[config.mk]
export PLATFORM = sky130hd
export DESIGN_NAME = instr_encoder_writer_flat
export DESIGN_NICKNAME = d
export VERILOG_FILES = /design/src/rtl/instr_encoder_writer_if.sv /design/src/rtl/instr_encoder_writer.sv /design/src/flat_wrapper.sv
export SDC_FILE = /design/constraint.sdc
export NUM_CORES = 1
export LEC_CHECK = 0
export ABC_AREA = 0
export CORE_UTILIZATION = 35
export CTS_CLUSTER_SIZE = 10
export DETAILED_ROUTE_END_ITERATION = 10
export PLACE_DENSITY_LB_ADDON = 0.12
export SLEW_MARGIN = 10
export SYNTH_ARGS = -nofsm -noshare
export SYNTH_HDL_FRONTEND = slang
export SYNTH_SLANG_ARGS = --single-unit
[constraint.sdc]
create_clock -name clk_i -period 5.9 [get_ports clk_i]
set_clock_uncertainty 0.15 [all_clocks]
set_input_delay 0.59 -clock clk_i [delete_from_list [all_inputs] [get_ports clk_i]]
set_output_delay 0.59 -clock clk_i [all_outputs]
set_load 0.02 [all_outputs]
[src/rtl/instr_encoder_writer_if.sv]
// Request/memory bus of the instruction encoder/writer.
// The master drives symbolic instruction requests. The slave (the writer) returns
// req_ready and drives the instruction-memory write port.
interface instr_encoder_writer_if #(
    parameter int unsigned ADDR_W = 8
);
    logic              req_valid;
    logic              req_ready;
    logic [3:0]        req_op;
    logic [4:0]        req_rd;
    logic [4:0]        req_rs1;
    logic [4:0]        req_rs2;
    logic [20:0]       req_imm;

    logic              mem_we;
    logic [ADDR_W-1:0] mem_addr;
    logic [31:0]       mem_wdata;

    modport master (
        output req_valid,
        output req_op,
        output req_rd,
        output req_rs1,
        output req_rs2,
        output req_imm,
        input  req_ready,
        input  mem_we,
        input  mem_addr,
        input  mem_wdata
    );

    modport slave (
        input  req_valid,
        input  req_op,
        input  req_rd,
        input  req_rs1,
        input  req_rs2,
        input  req_imm,
        output req_ready,
        output mem_we,
        output mem_addr,
        output mem_wdata
    );
endinterface

[src/rtl/instr_encoder_writer.sv]
// Instruction encoder/writer: turns symbolic requests into RV32I words and writes
// them sequentially into a word-addressed instruction memory.
// Each legal request costs one WRITE cycle. Illegal ops, and requests made while
// the memory is full, only set the sticky error flag.
module instr_encoder_writer #(
    parameter int unsigned ADDR_W = 8,
    parameter int unsigned DEPTH  = 256
) (
    input  logic                clk_i,
    input  logic                reset_i,
    input  logic                clear_i,
    instr_encoder_writer_if.slave bus,
    output logic [ADDR_W:0]     count_o,
    output logic                full_o,
    output logic                err_o
);

    typedef enum logic [1:0] {
        StIdle,
        StWrite,
        StFull
    } state_e;

    localparam logic [ADDR_W:0] DepthCnt = (ADDR_W + 1)'(DEPTH);
    localparam logic [ADDR_W:0] CntOne   = (ADDR_W + 1)'(1);

    // Major opcodes
    localparam logic [6:0] OpcLoad   = 7'b0000011;
    localparam logic [6:0] OpcStore  = 7'b0100011;
    localparam logic [6:0] OpcReg    = 7'b0110011;
    localparam logic [6:0] OpcImm    = 7'b0010011;
    localparam logic [6:0] OpcBranch = 7'b1100011;
    localparam logic [6:0] OpcJal    = 7'b1101111;

    state_e            state_q, state_d;
    logic [ADDR_W:0]   count_q, count_d;
    logic [31:0]       wdata_q, wdata_d;
    logic              err_q, err_d;

    logic [31:0]       enc_word;
    logic              enc_legal;
    logic [20:0]       imm;

    assign imm = bus.req_imm;

    // Combinational RV32I encoding of the presented request
    always_comb begin
        enc_word  = 32'h0;
        enc_legal = 1'b1;
        case (bus.req_op)
            4'd0: enc_word = {imm[11:0], bus.req_rs1, 3'b010, bus.req_rd, OpcLoad};
            4'd1: enc_word = {imm[11:5], bus.req_rs2, bus.req_rs1, 3'b010, imm[4:0], OpcStore};
            4'd2: enc_word = {7'b0000000, bus.req_rs2, bus.req_rs1, 3'b000, bus.req_rd, OpcReg};
            4'd3: enc_word = {7'b0100000, bus.req_rs2, bus.req_rs1, 3'b000, bus.req_rd, OpcReg};
            4'd4: enc_word = {7'b0000000, bus.req_rs2, bus.req_rs1, 3'b111, bus.req_rd, OpcReg};
            4'd5: enc_word = {7'b0000000, bus.req_rs2, bus.req_rs1, 3'b110, bus.req_rd, OpcReg};
            4'd6: enc_word = {7'b0000000, bus.req_rs2, bus.req_rs1, 3'b010, bus.req_rd, OpcReg};
            4'd7: enc_word = {imm[11:0], bus.req_rs1, 3'b000, bus.req_rd, OpcImm};
            4'd8: enc_word = {imm[12], imm[10:5], bus.req_rs2, bus.req_rs1, 3'b000,
                              imm[4:1], imm[11], OpcBranch};
            4'd9: enc_word = {imm[20], imm[10:1], imm[11], imm[19:12], bus.req_rd, OpcJal};
            default: enc_legal = 1'b0;
        endcase
    end

    // Next-state logic: accept in IDLE, one WRITE cycle per word, park in FULL
    always_comb begin
        state_d = state_q;
        count_d = count_q;
        wdata_d = wdata_q;
        err_d   = err_q;
        unique case (state_q)
            StIdle: begin
                if (bus.req_valid) begin
                    if (enc_legal) begin
                        wdata_d = enc_word;
                        state_d = StWrite;
                    end else begin
                        err_d = 1'b1;
                    end
                end
            end
            StWrite: begin
                count_d = count_q + CntOne;
                state_d = (count_d == DepthCnt) ? StFull : StIdle;
            end
            StFull: begin
                if (bus.req_valid) begin
                    err_d = 1'b1;
                end
            end
            default: state_d = StIdle;
        endcase
    end

    // State registers; reset outranks clear, both restart from an empty memory
    always_ff @(posedge clk_i) begin
        if (reset_i) begin
            state_q <= StIdle;
            count_q <= '0;
            wdata_q <= '0;
            err_q   <= 1'b0;
        end else if (clear_i) begin
            state_q <= StIdle;
            count_q <= '0;
            wdata_q <= '0;
            err_q   <= 1'b0;
        end else begin
            state_q <= state_d;
            count_q <= count_d;
            wdata_q <= wdata_d;
            err_q   <= err_d;
        end
    end

    // Outputs; the strobe is suppressed while reset/clear abort an in-flight write
    always_comb begin
        bus.req_ready = (state_q == StIdle);
        bus.mem_we    = (state_q == StWrite) && !reset_i && !clear_i;
        bus.mem_addr  = count_q[ADDR_W-1:0];
        bus.mem_wdata = wdata_q;
        count_o       = count_q;
        full_o        = (state_q == StFull);
        err_o         = err_q;
    end

endmodule
[src/flat_wrapper.sv]
// flat-port wrapper written by rule: the top's interface ports become plain ports
module instr_encoder_writer_flat 
#(
    parameter int unsigned ADDR_W = 8,
    parameter int unsigned DEPTH  = 256
)
  (clk_i, reset_i, clear_i, count_o, full_o, err_o, bus_req_valid, bus_req_op, bus_req_rd, bus_req_rs1, bus_req_rs2, bus_req_imm, bus_req_ready, bus_mem_we, bus_mem_addr, bus_mem_wdata);
  instr_encoder_writer_if #(.ADDR_W(ADDR_W)) bus_i ();
  input  logic clk_i;
  input  logic reset_i;
  input  logic clear_i;
  output logic [ADDR_W:0] count_o;
  output logic full_o;
  output logic err_o;
  input wire logic [$bits(bus_i.req_valid)-1:0] bus_req_valid;
  input wire logic [$bits(bus_i.req_op)-1:0] bus_req_op;
  input wire logic [$bits(bus_i.req_rd)-1:0] bus_req_rd;
  input wire logic [$bits(bus_i.req_rs1)-1:0] bus_req_rs1;
  input wire logic [$bits(bus_i.req_rs2)-1:0] bus_req_rs2;
  input wire logic [$bits(bus_i.req_imm)-1:0] bus_req_imm;
  output wire logic [$bits(bus_i.req_ready)-1:0] bus_req_ready;
  output wire logic [$bits(bus_i.mem_we)-1:0] bus_mem_we;
  output wire logic [$bits(bus_i.mem_addr)-1:0] bus_mem_addr;
  output wire logic [$bits(bus_i.mem_wdata)-1:0] bus_mem_wdata;
  assign bus_i.req_valid = bus_req_valid;
  assign bus_i.req_op = bus_req_op;
  assign bus_i.req_rd = bus_req_rd;
  assign bus_i.req_rs1 = bus_req_rs1;
  assign bus_i.req_rs2 = bus_req_rs2;
  assign bus_i.req_imm = bus_req_imm;
  assign bus_req_ready = bus_i.req_ready;
  assign bus_mem_we = bus_i.mem_we;
  assign bus_mem_addr = bus_i.mem_addr;
  assign bus_mem_wdata = bus_i.mem_wdata;
  instr_encoder_writer #(.ADDR_W(ADDR_W), .DEPTH(DEPTH)) u_core (.clk_i(clk_i), .reset_i(reset_i), .clear_i(clear_i), .bus(bus_i), .count_o(count_o), .full_o(full_o), .err_o(err_o));
endmodule
Fig. 1: run 1, the metal 1 layer
Bar = 20 µm. Cells faint in the background.
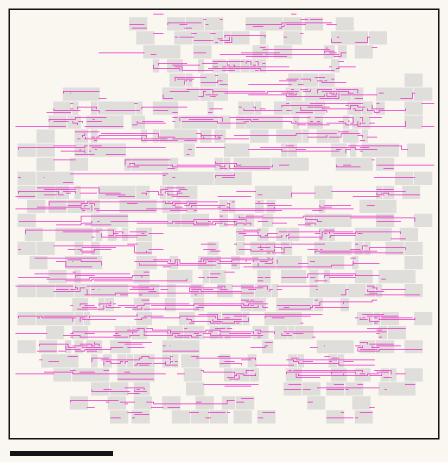
- main direction: horizontal
- longest straight run: 40.0 µm
- nets with wire on the layer: 331
- share of all routed wire: 50%
- wire length on this layer: 3,040 µm
total number of vias: 2,198
met1 usage in global routing: 24.6%
Routed Wire Length: 6.09 mm

Fig. 2: run 1, metal 2
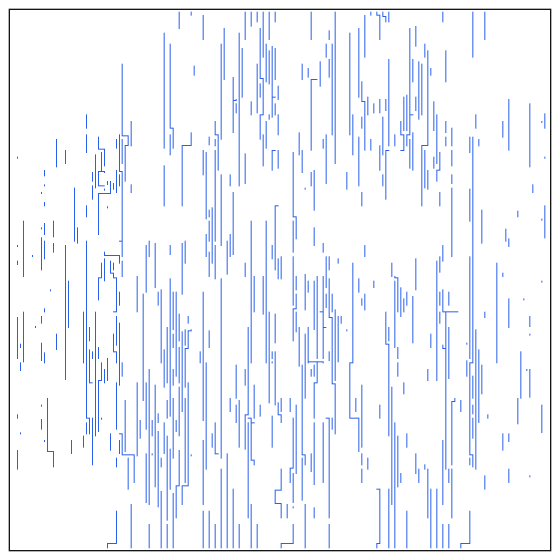
- share of all routed wire: 43%
- main direction: vertical
GR Layer Usage met2: 27.4%

Fig. 3: run 1, signal wires on met3
Bar = 20 µm.
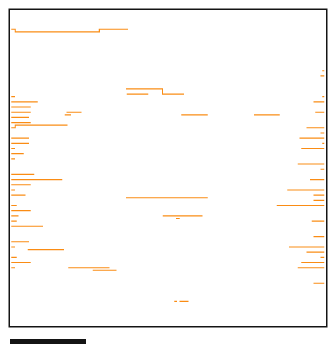
- nets with wire on the layer: 62
- main direction: horizontal
- wire length on this layer: 337 µm
- share of all routed wire: 5.5%

==> run summary, run 1 <==
The implementation run finished. The run finished with clean final reports. Measured slew at the worst slew-check pin landed at slightly below 0.9 ns. Setup repair after global routing left no endpoint under its margin. After detailed routing, the wire length on met1 is 3.04 mm.

Maximum VDD drop landed at between 0.1 and 0.15 mV. Net total in the final layout landed at 387. The number of antenna violations at the first check in global routing came to 0. STA shows the worst min-delay path finishing at u_core.bus.mem_wdata[5]. Number of iterations in the first detailed-routing pass landed at 4. After synthesis, the most frequently instantiated cells are 42 x sky130_fd_sc_hd__dfxtp_1, 37 x sky130_fd_sc_hd__nor2_1, 17 x sky130_fd_sc_hd__o21ai_0. Per the cell usage report, the commonest logic cell in the layout is sky130_fd_sc_hd__clkdlybuf4s50_1. The script logs the mean routed wire length per placed instance as 14.5 µm.

Number of standard cells after synthesis landed at 270. Site row count landed at 29. Leftover overflow at the end of global routing landed at 0. Total number of yosys warnings landed at 0. Summed over all instances, the cell type with the most area after synthesis is sky130_fd_sc_hd__dfxtp_1. The placement stage leaves a total instance area of about 3200 µm².

Per the hold report, the tightest min-delay path originates at u_core.bus.mem_wdata[5]. Counting endpoints that fail hold in the final report gives 0. The worst path uses ~52% of the clock period. Data arrival time of the critical path landed at approximately 2.3 ns. Number of max-capacitance violations reported landed at 0.

Compared with the post-synthesis result, the final layout area differs by 41.6%. Via density per instance landed at approximately 5.2. In the layout the commonest cells are 96 x sky130_fd_sc_hd__clkdlybuf4s50_1, 42 x sky130_fd_sc_hd__dfxtp_1, 37 x sky130_fd_sc_hd__nor2_1. Quantity of hold-fixing buffers added after cts landed at 0. The synthesis stats list as the most numerous cell sky130_fd_sc_hd__dfxtp_1. Total track usage landed at 17.8%.

Number of global-route vias before repair landed at ~2,000. Of the post-synthesis cell area, the dominant cell type holds between 30% and 40%. Final non-filler cell total landed at ~420.

According to the floorplan report, the total die area is ~6900 µm². In this run the remaining antenna-violating nets after routing total 0. Sequential cells were found to cover 36.7% of the synthesized design area. The worst setup path is captured at a primary output. As reported, the later end of the worst-skew pair has a clock insertion delay of a little under 0.3 ns. Checking hold timing, the worst path is listed with class register to register.
==> run 1: cells by family (layout without fill, tap and decap cells) <==
logic type	Yosys count	after routing	synth area share (%)
simple gates	99	99	22.5
compound gates	76	76	24.3
flops	42	42	36.7
buf+inv	37	109	9.50
xor+xnor	9	9	3.44
mux	5	5	2.46
fa+ha+maj	2	2	1.09
==> run 1: area by class of cell <==
class | count | area, µm²
Clock buffer | 7 | 86.3
Clock inverter | 1 | 5.00
Fill cell | 606 | 3100
Inverter | 4 | 15.0
Multi-Input combinational cell | 191 | 1230
Sequential cell | 42 | 841
Tap cell | 77 | 96.3
Timing Repair Buffer | 97 | 968
==> run 1: routing by layer <==
| metal | global-route usage [%] | up-vias |
|---|---|---|
| met3 | 4.67 | 9 |
| met2 | 27.4 | 75 |
| met1 | 24.6 | 1001 |
| met5 | 0 | - |
| li1 | - | 1113 |
| met4 | 5.02 | 0 |
==> run 1: where the power goes <==
part	internal [mW]	switching, mW	leakage (nW)
Clock	0.0946	0.101	0.0482
Combinational	0.0595	0.0583	0.703
Sequential	0.290	0.00403	0.340
Total	0.444	0.163	1.09
==> run 1: critical path, stage by stage <==
cell and delay [ns]:
sky130_fd_sc_hd__clkdlybuf4s50_1 0.41, sky130_fd_sc_hd__or2_2 0.55, sky130_fd_sc_hd__nor2_1 0.17, sky130_fd_sc_hd__clkdlybuf4s50_1 0.61
==> run 1: registers in the layout, indices dropped and copies added (netlist names) <==
signal                count
u_core.state_q            2
u_core.count_o            9
u_core.bus.mem_wdata     30
u_core.err_o              1
==> inputs of run 2 (changes only) <==
==> constraint.sdc (replaced) <==
create_clock -name clk_i -period 2.7 [get_ports clk_i]
set_clock_uncertainty 0.15 [all_clocks]
set_input_delay 0.27 -clock clk_i [delete_from_list [all_inputs] [get_ports clk_i]]
set_output_delay 0.27 -clock clk_i [all_outputs]
set_load 0.02 [all_outputs]
Fig. 4: run 2, metal 2
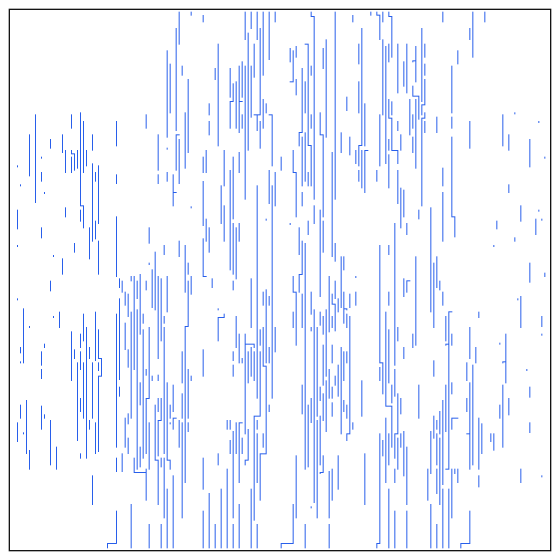
- share of all routed wire: 45%
- main direction: vertical

==> run 2 against run 1 <==
Compared with the run above: clock power up 120%; flip-flop count unchanged; power up 120%; global-route usage up 0.55 points; first-iteration DRC count down 5.2%; via count up 3.3%; combinational power up 130%; utilization up 1.6 points.
==> run summary, run 2 <==
The implementation run finished. Clock latency on the worst-skew pair landed at 0.29 ns (about the same). Sequential area share after synthesis landed at 36.7% (unchanged). The total placed instance area came to 3250 µm² (was 3150 µm²). Via density per instance landed at 5.26 (was 5.25).

The highest-power group was registers (unchanged). Number of iterations in the first detailed-routing pass landed at 4 (unchanged). The cell taking the most area after synthesis is sky130_fd_sc_hd__dfxtp_1 (unchanged). Antenna violation net count after detailed routing landed at 0 (unchanged). The measured slew at the worst slew-check pin is 0.553 ns (was 0.880 ns). Area growth from synthesis to final layout landed at 46.0% (was 41.6%). The site row count was 29 (unchanged).

The clock group total power is 436 µW (was 195 µW). The switching part of the total is 27.3% (was 26.9%). Net total in the final layout landed at 400 (was 387). The share of synthesized cell area in and, or, nand and nor gates is 22.5% (unchanged). The total number of yosys warnings came to 0 (unchanged). The most popular library cell in the synthesized design by count was sky130_fd_sc_hd__dfxtp_1 (unchanged). Status: complete, no violations (unchanged). The leftover overflow at the end of global routing is 0 (unchanged). The number of max-capacitance violations reported came to 0 (unchanged). The post-synthesis xor/xnor area fraction came to 3.44% (unchanged).

The most frequent logic cell in the layout was sky130_fd_sc_hd__clkdlybuf4s50_1 (unchanged). The main combinational cell family by area after synthesis is AND-OR/OR-AND gates (unchanged). Switching power summed over all nets landed at 369 µW (was 163 µW). The relative contribution of sequential cells to total power is 47.5% (was 48.4%). Post-synthesis share of cell area spent on and-or and or-and gates landed at 24.3% (unchanged). Chip area landed at 6880 µm² (unchanged). Most instantiated logic cells after routing: 96 x sky130_fd_sc_hd__clkdlybuf4s50_1, 42 x sky130_fd_sc_hd__dfxtp_1, 37 x sky130_fd_sc_hd__nor2_1 (unchanged).

Share of the clock period used by the worst path landed at between 80 and 90%. The number of standard cells after synthesis was 270 (unchanged). Maximum VDD drop landed at 0.233 mV (was 0.106 mV). Total track usage landed at 18.4% (was 17.8%).

The worst min-delay path category is register to register (unchanged). The post-detailed-routing wire length came to 6.23 mm (was 6.09 mm). Final non-filler cell total landed at 432 (was 419).

The total vias in the final route came to 2,271 (was 2,198). Post-synthesis share of cell area spent on full adders, half adders and majority gates landed at 1.09% (unchanged). The final hold violation count came to 0 (unchanged).
Fig. 5: run 2, sizing map
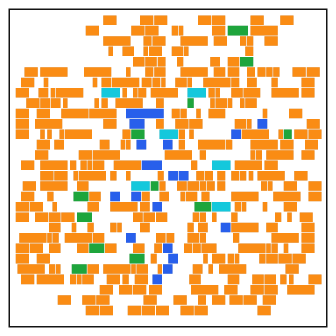
- drive 2: green (cells 12)
- drive 3 to 4: blue (cells 18)
- drive 6 and up: cyan (cells 6)
- drive 1 or less: orange (cells 319)

[run 2: stage by stage]
stage	setup WS, ns	hold WS, ns	total power, mW
global placement	0.310	0.293	0.929
finish	0.375	0.309	1.35
global route	0.267	0.329	1.42
CTS	0.351	0.313	1.36
floorplan	0.673	0.268	0.801
detailed placement	0.283	0.302	0.930
[run 2: path summary, 6_finish.rpt]
check / from / to / cells past startpoint
worst max-delay path: u_core.state_q[1] / bus_mem_we / 3
worst min register to register: u_core.bus.mem_wdata[12] / u_core.bus.mem_wdata[12] / 2
worst max register to register: u_core.count_o[0] / u_core.state_q[1] / 5
worst min-delay path: u_core.bus.mem_wdata[12] / u_core.bus.mem_wdata[12] / 2
[run 2: cell type report]
| cell class | instances | area (µm²) |
|---|---|---|
| fill | 617 | 3000 |
| multi-input combinational | 191 | 1230 |
| timing repair buffer | 110 | 1070 |
| sequential | 42 | 841 |
| tap | 77 | 96.3 |
| clock buffer | 6 | 82.6 |
| inverter | 4 | 15.0 |
| clock inverter | 2 | 12.5 |
[run 2: worst max-delay path: stages, from the launching register on]
cell and delay (ns):
sky130_fd_sc_hd__dfxtp_1 0.53, sky130_fd_sc_hd__nand2b_1 0.41, sky130_fd_sc_hd__nor2_1 0.10, sky130_fd_sc_hd__clkdlybuf4s50_1 0.56
[run 2: layer usage]
metal | wire (µm) | global-route usage, % | up-vias
li1 | - | - | 1141
met1 | 3020 | 24.8 | 1058
met2 | 2800 | 29.3 | 65
met3 | 344 | 4.97 | 7
met4 | 68 | 4.39 | 0
met5 | 0 | 0 | -
==> inputs of run 3 (changes only) <==
--- a/config.mk
+++ b/config.mk
@@ -6,6 +6,7 @@
 export NUM_CORES = 1
 export LEC_CHECK = 0
 export ABC_AREA = 0
+export CAP_MARGIN = 20
 export CORE_UTILIZATION = 35
 export CTS_CLUSTER_SIZE = 10
 export DETAILED_ROUTE_END_ITERATION = 10
Fig. 6: run 3, signal wires on met3
Bar = 20 µm.
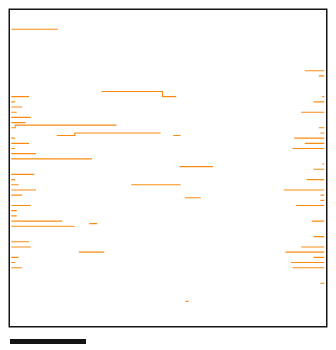
- nets with wire on the layer: 57
- share of all routed wire: 5.5%
- wire length on this layer: 344 µm
- longest straight run: 26.4 µm
met3 track demand over resource in global routing: 4.97%
Routed Wire Length: 6.23 mm
total number of vias: 2,271

==> run 3 against run 2 <==
Compared with the run above: sequential share of layout area unchanged; utilization unchanged; die area unchanged; via count unchanged; power unchanged; synthesized area unchanged; cell count unchanged; setup slack unchanged; synthesized cell count unchanged; sequential power about the same.
==> run summary, run 3 <==
The implementation run finished. The number of antenna violations at the first check in global routing came to 0 (unchanged). The buffers plus inverters on the worst setup path was 1 (unchanged). Data arrival time of the critical path landed at 1.91 ns (about the same). The launching point of the worst reg2reg path is u_core.count_o[0] (unchanged).

The sink of the worst hold path is u_core.bus.mem_wdata[12] (unchanged). The antenna violation net count after detailed routing came to 0 (unchanged). Power consumption landed at 1.35 mW (unchanged). The final hold violation count is 0 (unchanged).

Post-synthesis share of cell area spent on full adders, half adders and majority gates landed at 1.09% (unchanged). The cell taking the most area after synthesis was sky130_fd_sc_hd__dfxtp_1 (unchanged). Quantity of hold-fixing buffers added after cts landed at 0 (unchanged). The chip area came to 6880 µm² (unchanged).

Area taken by flip-flops and latches landed at 841 µm² (unchanged). Share of synthesized cell area in and, or, nand and nor gates landed at 22.5% (unchanged). Combinational gate area landed at 1230 µm² (unchanged).

The worst hold slack is 0.309 ns (unchanged). The hold path startpoint was u_core.bus.mem_wdata[12] (unchanged). Top-area cell type share of the netlist area landed at 36.7% (unchanged). RSZ-0062 raised after global routing: false (unchanged). Length in cells of the worst reg-to-reg path landed at 5 (unchanged). Sequential area share after synthesis landed at 36.7% (unchanged). Number of max-capacitance violations reported landed at 0 (unchanged). Most instantiated logic cells after routing: 96 x sky130_fd_sc_hd__clkdlybuf4s50_1, 42 x sky130_fd_sc_hd__dfxtp_1, 37 x sky130_fd_sc_hd__nor2_1 (unchanged). The total placed instance area was 3250 µm² (unchanged). Area growth from synthesis to final layout landed at 46.0% (unchanged).

Status: complete, no violations (unchanged). The worst min-delay path category is register to register (unchanged). Ranking of synthesized cells by instance count: 42 x sky130_fd_sc_hd__dfxtp_1, 37 x sky130_fd_sc_hd__nor2_1, 17 x sky130_fd_sc_hd__o21ai_0 (unchanged).

The dominant delay contributor by cell family on the critical path was buffers and inverters (unchanged). Average wire per cell in the routed design landed at 14.4 µm (unchanged). Post-synthesis share of cell area spent on and-or and or-and gates landed at 24.3% (unchanged). Total track usage landed at 18.4% (unchanged). Number of flip-flops in the largest register landed at 30 (unchanged). Site row count landed at 29 (unchanged). Leftover overflow at the end of global routing landed at 0 (unchanged).

The fraction of synthesized area in multiplexers is 2.46% (unchanged). The number of iterations in the first detailed-routing pass was 4 (unchanged). The post-synthesis xor/xnor area fraction was 3.44% (unchanged).

Number of global-route vias before repair landed at 2,134 (unchanged). Total of fill cells in the finished design landed at 617 (unchanged). Total number of yosys warnings landed at 0 (unchanged). Measured slew at the worst slew-check pin landed at 0.553 ns (unchanged). The maximum VDD drop is 0.233 mV (unchanged). CP Cell Sequence: nand2b_1 -> nor2_1 -> clkdlybuf4s50_1 (unchanged). The reg-to-reg critical path endpoint was u_core.state_q[1] (unchanged).

The most frequent logic cell in the layout was sky130_fd_sc_hd__clkdlybuf4s50_1 (unchanged).
Fig. 7: run 3, clock nets
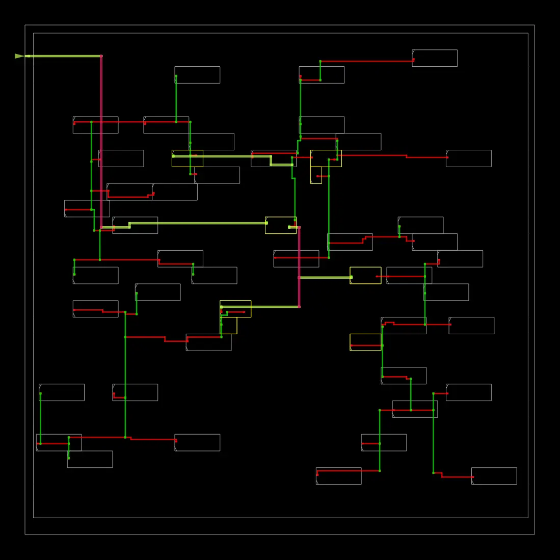
Seq Cell Count: 42
Clock Sink Count: 42
Skew-Pair Late Insertion Delay: 0.29 ns

==> run 3: cell counts after synthesis <==
Identical to the previous run, type by type.
==> run 3: cells by family (layout without fill, tap and decap cells) <==
family	after synthesis	after routing
flip-flops	42	42
XOR/XNOR	9	9
buffers and inverters	37	122
multiplexers	5	5
adder cells (fa/ha/maj)	2	2
AND/OR/NAND/NOR	99	99
AND-OR/OR-AND	76	76
==> run 3: final cells by class <==
type,instances,area share [%]
inverter,4,0.449
clock buffer,6,2.47
sequential,42,25.1
timing repair buffer,110,31.9
clock inverter,2,0.374
multi-input combinational,191,36.9
tap,77,2.88
==> run 3: how the worst max path moves through the flow <==
stage	from	end	slack [ns]	cells after the start
final	u_core.state_q[1]	bus_mem_we	0.37	3
after global routing	u_core.state_q[1]	bus_mem_we	0.27	3
after CTS	u_core.state_q[1]	bus_mem_we	0.35	3
after detailed placement	bus_req_op[1]	u_core.bus.mem_wdata[12]	0.28	5
after global placement	bus_req_op[1]	u_core.bus.mem_wdata[12]	0.31	5
after floorplan	u_core.count_o[0]	u_core.state_q[1]	0.67	5
==> run 3: per-layer routing <==
| layer | track usage [%] | share of wire, % |
|---|---|---|
| met1 | 24.8 | 48 |
| met2 | 29.3 | 45 |
| met3 | 4.97 | 5.5 |
| met4 | 4.39 | 1.1 |
| met5 | 0 | 0 |
==> run 3: power breakdown <==
part,switching [mW],internal (mW),leakage [nW]
Sequential,0.00833,0.634,0.340
Combinational,0.131,0.143,0.767
Clock,0.230,0.206,0.0472
==> run 3: metrics by stage <==
stage               std cells  setup slack, ns
global route              432            0.267
detailed placement        424            0.283
CTS                       432            0.351
global placement          424            0.310
finish                    432            0.375
floorplan                 270            0.673
Power and IR drop assume default switching activity.
